run_1/clock_map.png
Bar = 20 µm.
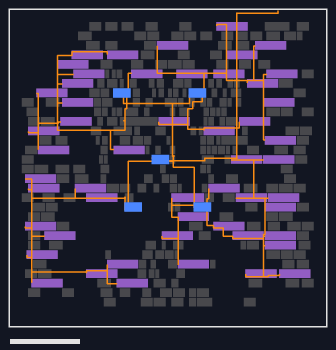
run_1/met2.png
Cells faint in the background.
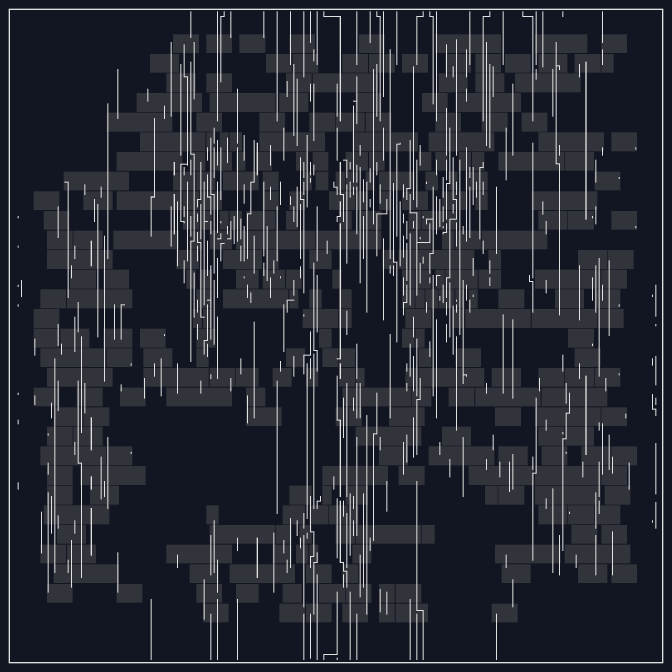
run_1/cell_classes.png
Bar = 20 µm.
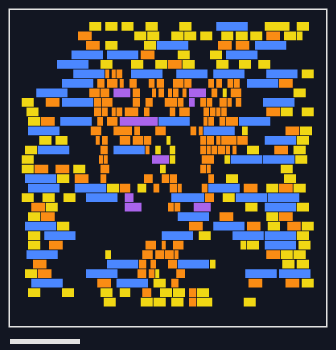
<file path="config.mk">
export PLATFORM = sky130hd
export DESIGN_NAME = pc_sequencer
export DESIGN_NICKNAME = d
export VERILOG_FILES = /design/src/rtl/cpu_pkg.sv /design/src/rtl/incrementor.sv /design/src/rtl/pc_sequencer.sv
export SDC_FILE = /design/constraint.sdc
export NUM_CORES = 1
export LEC_CHECK = 0
export CAP_MARGIN = 15
export CORE_MARGIN = 3
export CORE_UTILIZATION = 34
export CTS_BUF_LIST = sky130_fd_sc_hd__clkbuf_8
export CTS_CLUSTER_DIAMETER = 50
export DETAILED_ROUTE_END_ITERATION = 10
export GPL_TIMING_DRIVEN = 0
export PLACE_DENSITY_LB_ADDON = 0.25
export SYNTH_ARGS = -nofsm -noshare
export SYNTH_HDL_FRONTEND = slang
export SYNTH_SLANG_ARGS = --single-unit
</file>
<file path="constraint.sdc">
create_clock -name clk -period 1.9 [get_ports clk]
set_input_delay 0.19 -clock clk [delete_from_list [all_inputs] [get_ports clk]]
set_output_delay 0.19 -clock clk [all_outputs]
set_load 0.03 [all_outputs]
</file>
<file path="src/rtl/cpu_pkg.sv">
// Shared CPU definitions: fetch-sequencer state encoding, PC width and the
// default reset vector.
package cpu_pkg;

    localparam int PC_W = 16;
    localparam logic [PC_W-1:0] RESET_VEC_DEFAULT = 16'h0000;

    typedef enum logic [1:0] {
        IDLE  = 2'd0,
        FETCH = 2'd1,
        ISSUE = 2'd2,
        HALT  = 2'd3
    } pc_seq_state_t;

endpackage

</file>
<file path="src/rtl/incrementor.sv">
// Modulo-2^W incrementor; wraps silently from all-ones to zero.
module incrementor #(
    parameter int W = 16
) (
    input  logic [W-1:0] a,
    output logic [W-1:0] y
);

    assign y = a + W'(1);

endmodule

</file>
<file path="src/rtl/pc_sequencer.sv">
// Fetch controller: owns the PC, issues one imem request at a time and hands
// the returned word to decode over a valid/ready handshake.
module pc_sequencer
    import cpu_pkg::*;
#(
    parameter logic [PC_W-1:0] RESET_VEC = RESET_VEC_DEFAULT
) (
    input  logic            clk,
    input  logic            rst_n,
    input  logic            en,
    input  logic            halt,
    input  logic            redirect_valid,
    input  logic [PC_W-1:0] redirect_pc,
    output logic            imem_req,
    output logic [PC_W-1:0] imem_addr,
    input  logic            imem_ack,
    input  logic [PC_W-1:0] imem_rdata,
    output logic            ir_valid,
    output logic [PC_W-1:0] ir,
    output logic [PC_W-1:0] ir_pc,
    input  logic            ir_ready,
    output logic            halted
);

    pc_seq_state_t   state_reg, state_next;
    logic [PC_W-1:0] pc_reg, pc_next;
    logic [PC_W-1:0] ir_reg, ir_next;
    logic [PC_W-1:0] ir_pc_reg, ir_pc_next;
    logic            squash_reg, squash_next;
    logic            req_prev_reg;
    logic [PC_W-1:0] pc_inc;

    incrementor #(.W(PC_W)) u_incr (
        .a (pc_reg),
        .y (pc_inc)
    );

    always_ff @(posedge clk or negedge rst_n) begin
        if (!rst_n) begin
            state_reg    <= IDLE;
            pc_reg       <= RESET_VEC;
            ir_reg       <= '0;
            ir_pc_reg    <= '0;
            squash_reg   <= 1'b0;
            req_prev_reg <= 1'b0;
        end else begin
            state_reg    <= state_next;
            pc_reg       <= pc_next;
            ir_reg       <= ir_next;
            ir_pc_reg    <= ir_pc_next;
            squash_reg   <= squash_next;
            req_prev_reg <= (state_reg == FETCH);
        end
    end

    always_comb begin
        state_next  = state_reg;
        pc_next     = pc_reg;
        ir_next     = ir_reg;
        ir_pc_next  = ir_pc_reg;
        squash_next = squash_reg;

        if (halt) begin
            state_next  = HALT;
            squash_next = 1'b0;
        end else begin
            case (state_reg)
                IDLE: begin
                    if (redirect_valid) pc_next = redirect_pc;
                    if (en) state_next = FETCH;
                end
                FETCH: begin
                    if (redirect_valid) begin
                        pc_next = redirect_pc;
                        // A request already seen by memory will still return the old word.
                        squash_next = imem_ack ? 1'b0 : (squash_reg | req_prev_reg);
                    end else if (imem_ack) begin
                        if (squash_reg) begin
                            squash_next = 1'b0;
                        end else begin
                            ir_next    = imem_rdata;
                            ir_pc_next = pc_reg;
                            pc_next    = pc_inc;
                            state_next = ISSUE;
                        end
                    end
                end
                ISSUE: begin
                    if (redirect_valid) begin
                        pc_next    = redirect_pc;
                        state_next = FETCH;
                    end else if (ir_ready) begin
                        state_next = en ? FETCH : IDLE;
                    end
                end
                HALT: ;
                default: state_next = IDLE;
            endcase
        end
    end

    assign imem_req  = (state_reg == FETCH);
    assign imem_addr = pc_reg;
    assign ir_valid  = (state_reg == ISSUE);
    assign ir        = ir_reg;
    assign ir_pc     = ir_pc_reg;
    assign halted    = (state_reg == HALT);

endmodule

</file>
==> Slide: Implementation Results, run 1 <==
Physical Implementation Snapshot

Run status
  • Status: finished, final reports clean

Power and ir drop
  • Sequential fraction of design power: 49.3%
  • Internal power: 1.84 mW
  • Top Consumer: registers
  • Leakage Power: 1.57 nW

Final layout
  • Layout cells sized above 1: 9.03%
  • Signal buffers: 104
  • NumNets Final: 349
  • Area Overhead vs Synth: 47.5%

Flow run
  • Tally of OpenROAD warnings: 26

Yosys
  • Yosys chip area: 2420 µm²
  • Synth Warn #: 0
  • Post-synthesis sequential element count: 52
  • Synth Seq Share: 53.8%
  • Post-synth EDFFs: 0
  • Complex Gates by Area: 15.1%

Min path
  • Hold Crit Class: in -> async

Global routing
  • Vias in the first global route: 2019
  • Initial antenna violation count: 0

Critical path
  • RR Startpoint: imem_addr[1]$_DFFE_PN0P_
  • Crit start category: flop
  • FF-to-FF End: imem_addr[14]$_DFFE_PN0P_
  • Slowest cell delay on critical path: 0.67 ns

STA
  • Final critical-path share of the clock period: 95.7%
  • Final setup vio count: 0
  • Slew headroom: 61.4%
  • Final Hold Violating Endpoints: 0

Clock network
  • Reg clk slew, reported paths: 0.10 ns
  • Cts bufs inserted: 5

Place
  • Dpl ws: -0.207 ns
  • Final HPWL DP: 4450 µm

Drt
  • DR iter-0 viols: 116
  • Vias/cell: 5.05
  • Drt wl/cell: 14.7 µm

Floorplanning
  • Die Y: 90.3 µm
Notes on clock_map.png above:
cells driving clock nets: drawn in blue, count 5. flip-flops: drawn in purple, count 52. clock wires: drawn in orange, length 661 µm.
There are 6 routed clock nets.

Notes on met2.png above:
The layer carries 2750 µm of wire. The wires run mostly vertical.

Notes on cell_classes.png above:
clock drivers and dummy loads: drawn in purple, cells 8. flops: drawn in blue, cells 52. other buffers and delay cells: drawn in yellow, cells 104. all other logic: drawn in orange, cells 146.

[run 1: synthesized netlist by cell type, drive strengths merged, types with 2 or more instances]
cell type | count | area share [%]
dfrtp | 52 | 54
mux2 | 32 | 15
a21oi | 21 | 4.7
nand2 | 15 | 2.3
nand3 | 11 | 2.7
buf | 10 | 2.1
nor2 | 8 | 1.2
o21ai | 8 | 1.7
a2bb2oi | 4 | 1.4
and3 | 4 | 1.0
clkbuf | 4 | 0.62
nand4 | 4 | 1.0
o22ai | 4 | 1.0
a31oi | 3 | 0.78
o22a | 3 | 1.1
a211oi | 2 | 0.62
a21o | 2 | 0.62
a32oi | 2 | 0.72
nand2b | 2 | 0.52
nor2b | 2 | 0.52
nor3 | 2 | 0.41
o21a | 2 | 0.62
[run 1: layer usage]
layer	share of wire, %	vias to the layer above	GRT usage [%]
met4	1.6	0	4.97
met3	7.3	8	5.08
li1	-	978	-
met5	0	-	0
met1	45	978	19.9
met2	46	86	24.0
[run 1: timing repair]
item,CTS,global route
hold buffers,1,0
gates resized,1,3
setup endpoints to repair,1,21
endpoints found under the hold margin,24,0
[run 1: through the flow]
step / utilization [%] / std cells / total power [mW] / setup TNS (ns)
2_1_floorplan: - / 212 / 1.56 / 0
3_3_place_gp: 50.2 / 397 / 1.85 / -53.45
3_5_place_dp: 50.4 / 398 / 1.86 / -1.99
4_1_cts: 52.2 / 407 / 2.64 / 0
5_1_grt: 52.2 / 406 / 2.73 / 0
6_report: 52.2 / 406 / 2.60 / 0
[run 1: critical path, delay by kind of cell, from the launching register on]
kind | cells | cell delay, ns
buf+inv | 2 | 0.85
flops | 1 | 0.36
simple gates | 1 | 0.11
[run 1: cell usage in the layout (no fill, tap or decap), drive strengths merged, types with 2 or more instances in the layout]
cell type | synthesis | routed
nor2b | 2 | 2
a32oi | 2 | 2
buf | 10 | 11
nor2 | 8 | 8
nand4 | 4 | 4
o22a | 3 | 3
o22ai | 4 | 4
mux2 | 32 | 32
and3 | 4 | 4
a2bb2oi | 4 | 4
nand2b | 2 | 2
a21o | 2 | 2
o21ai | 8 | 8
clkdlybuf4s50 | 0 | 86
a211oi | 2 | 2
nand2 | 15 | 15
clkbuf | 4 | 9
o21a | 2 | 2
dfrtp | 52 | 52
nand3 | 11 | 11
nor3 | 2 | 2
a21oi | 21 | 21
a31oi | 3 | 3
[run 1: how the worst max path moves through the flow]
| stage | depth (start not counted) | startpoint | slack (ns) | endpoint |
|---|---|---|---|---|
| 2_1_floorplan | 5 | imem_addr[0]$_DFFE_PN0P_ | 0.04 | imem_addr[14]$_DFFE_PN0P_ |
| 3_3_place_gp | 1 | rst_n | -1.0 | ir[5]$_DFFE_PN0P_ |
| 3_5_place_dp | 6 | redirect_valid | -0.21 | imem_addr[1]$_DFFE_PN0P_ |
| 4_1_cts | 5 | imem_addr[0]$_DFFE_PN0P_ | 0.04 | imem_addr[14]$_DFFE_PN0P_ |
| 5_1_grt | 3 | state_reg[0]$_DFFE_PN0P_ | 0.01 | ir_valid |
| 6_report | 3 | state_reg[0]$_DFFE_PN0P_ | 0.08 | ir_valid |
==> run 2, diff against run 1 <==
--- a/config.mk
+++ b/config.mk
@@ -13,6 +13,7 @@
 export DETAILED_ROUTE_END_ITERATION = 10
 export GPL_TIMING_DRIVEN = 0
 export PLACE_DENSITY_LB_ADDON = 0.25
+export SLEW_MARGIN = 20
 export SYNTH_ARGS = -nofsm -noshare
 export SYNTH_HDL_FRONTEND = slang
 export SYNTH_SLANG_ARGS = --single-unit
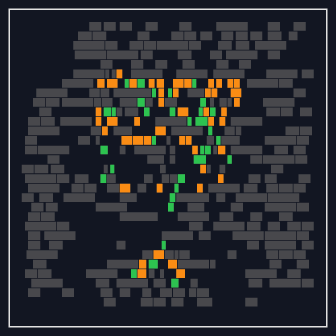
run_2/gate_families.png
inverting AOI/OAI gates: drawn in orange, cells 47. NAND gates: drawn in green, cells 33.

==> Slide: Implementation Results, run 2 <==
Physical Implementation Snapshot

Min path
  • Hold Crit Class: in -> async

Clock network
  • Cts bufs inserted: 5 (unchanged)
  • CTS root buf: clkbuf_8
  • Reg clk slew, reported paths: 0.10 ns (about the same)

Global routing
  • Vias in the first global route: 2024 (+0.25%)
  • Met1 Resource Use GR: 20.5% (+0.67 points)
  • Initial antenna violation count: 0 (unchanged)
  • M3 GR Usage: 5.25% (+0.17 points)
  • Busiest grt layer: met2
  • Met2 Use GR: 24.0% (+0.062 points)

Yosys
  • Complex Gates by Area: 15.1% (unchanged)
  • Top-area cell share: 53.8% (unchanged)
  • Leading area contributor after synthesis: dfrtp_1
  • Most frequent cell after synthesis: dfrtp_1
  • Yosys chip area: 2420 µm² (unchanged)
  • Post-synth EDFFs: 0 (unchanged)
  • Synth cell count leaders: dfrtp_1, mux2_1, a21oi_1
  • Post-synthesis sequential element count: 52 (unchanged)
  • Synth Seq Share: 53.8% (unchanged)
  • Synth top area cells: dfrtp_1, mux2_1, a21oi_1

Final layout
  • Most instantiated logic cells after routing: clkdlybuf4s50_1, dfrtp_1, mux2_1
  • Fin cells: 404 (-0.49%)
  • Most frequent logic cell in the layout: clkdlybuf4s50_1
  • NumNets Final: 348 (-0.29%)
  • Area Overhead vs Synth: 47.8%

Critical path
  • Crit start category: flop
  • Crit path max-delay family: buffers and inverters
  • CP bufs+invs: 2 (unchanged)

Floorplanning
  • Die Y: 90.3 µm (unchanged)

Place
  • Final Wtd Congestion: 0.857
  • DP Cell Count: 397 (-0.25%)
  • Final HPWL DP: 4330 µm (-2.6%)
  • Dpl ws: -0.203 ns (+0.00434 ns)

Power and ir drop
  • Sequential fraction of design power: 47.3% (-2.0 points)
  • Internal power: 1.96 mW (+6.9%)
  • Leakage Power: 1.57 nW (+0.24%)

Drt
  • Vias/cell: 4.99 (-1.1%)
  • DRC violations left: 0
  • Drt wl/cell: 14.9 µm (+0.93%)

Run status
  • Status: finished, final reports clean

STA
  • Setup TNS Final: 0 ns (unchanged)
  • Final Hold Violating Endpoints: 0 (unchanged)
  • Slew headroom: 56.3% (-5.1 points)
  • Final critical-path share of the clock period: 95.7% (about the same)

Flow run
  • Tally of OpenROAD warnings: 26 (unchanged)
==> run 2: cell count changes in the layout (fill, tap and decap cells not counted), sizes merged <==
cell / previous run / this run
buf: 11 / 8
bufinv: 1 / 2
clkbuf: 9 / 11
clkinv: 1 / 0
clkinvlp: 1 / 0
==> run 2: cell type report <==
class                      instances  area [µm²]  area share [%]
clock buffer                       5        68.8            1.93
timing repair buffer              90         900            25.2
clock inverter                     2        60.1            1.68
sequential                        52        1300            36.4
buffer                            13        68.8            1.93
tap                               96         120            3.36
multi-input combinational        146        1050            29.5
==> run 2: kinds of logic (layout without fill, tap and decap cells) <==
family	after synthesis	count (layout)
muxes	32	32
and+or+nand+nor	57	57
buffers and inverters	14	110
adders and majority gates	1	1
AOI/OAI and AO/OA	56	56
DFF	52	52
==> run 2: timing repair <==
action                                 4_1_cts  5_1_grt
resized                                      1        6
buffers inserted                             0        0
setup endpoints to repair                    1       24
endpoints found under the hold margin       52        0
hold buffers                                 1        0
==> run 2: final timing paths <==
path / start / to / cells past startpoint
min: rst_n / ir[15]$_DFFE_PN0P_ / 2
max reg2reg: imem_addr[1]$_DFFE_PN0P_ / imem_addr[14]$_DFFE_PN0P_ / 5
min reg2reg: ir_pc[9]$_DFFE_PN0P_ / ir_pc[9]$_DFFE_PN0P_ / 1
max in group asynchronous: rst_n / imem_addr[0]$_DFFE_PN0P_ / 2
min in group clk: redirect_pc[1] / imem_addr[1]$_DFFE_PN0P_ / 3
max: state_reg[0]$_DFFE_PN0P_ / ir_valid / 3
==> run 2: worst reg2reg max path, cell delays in order, from the launching register on <==
cell	delay, ns
dfrtp_1	0.44
ha_2	0.25
nand3_2	0.15
or4_4	0.58
a21oi_2	0.14
a2bb2oi_1	0.14
==> run 2: power groups by stage <==
stage / clock [mW] / sequential, mW / combinational (mW)
after floorplan: 0 / 1.43 / 0.129
after global placement: 0 / 1.30 / 0.554
after detailed placement: 0 / 1.30 / 0.556
after CTS: 0.898 / 1.28 / 0.561
after global routing: 0.953 / 1.30 / 0.599
final: 0.879 / 1.28 / 0.555
==> run 2: layer usage <==
| metal | part of all wire, % | routed length [µm] |
|---|---|---|
| met1 | 45 | 2690 |
| met2 | 46 | 2780 |
| met3 | 7.5 | 452 |
| met4 | 1.4 | 83 |
| met5 | 0 | 0 |
==> run 2: metrics by stage <==
stage / util (%) / hold WS, ns / power (mW)
5_1_grt: 52.3 / 0.466 / 2.85
3_3_place_gp: 50.2 / 0.472 / 1.85
4_1_cts: 52.2 / 0.446 / 2.74
2_1_floorplan: - / -0.106 / 1.56
3_5_place_dp: 50.2 / 0.271 / 1.86
6_report: 52.3 / 0.449 / 2.72
Power figures rest on the tool's default switching activity, not on a simulated workload.
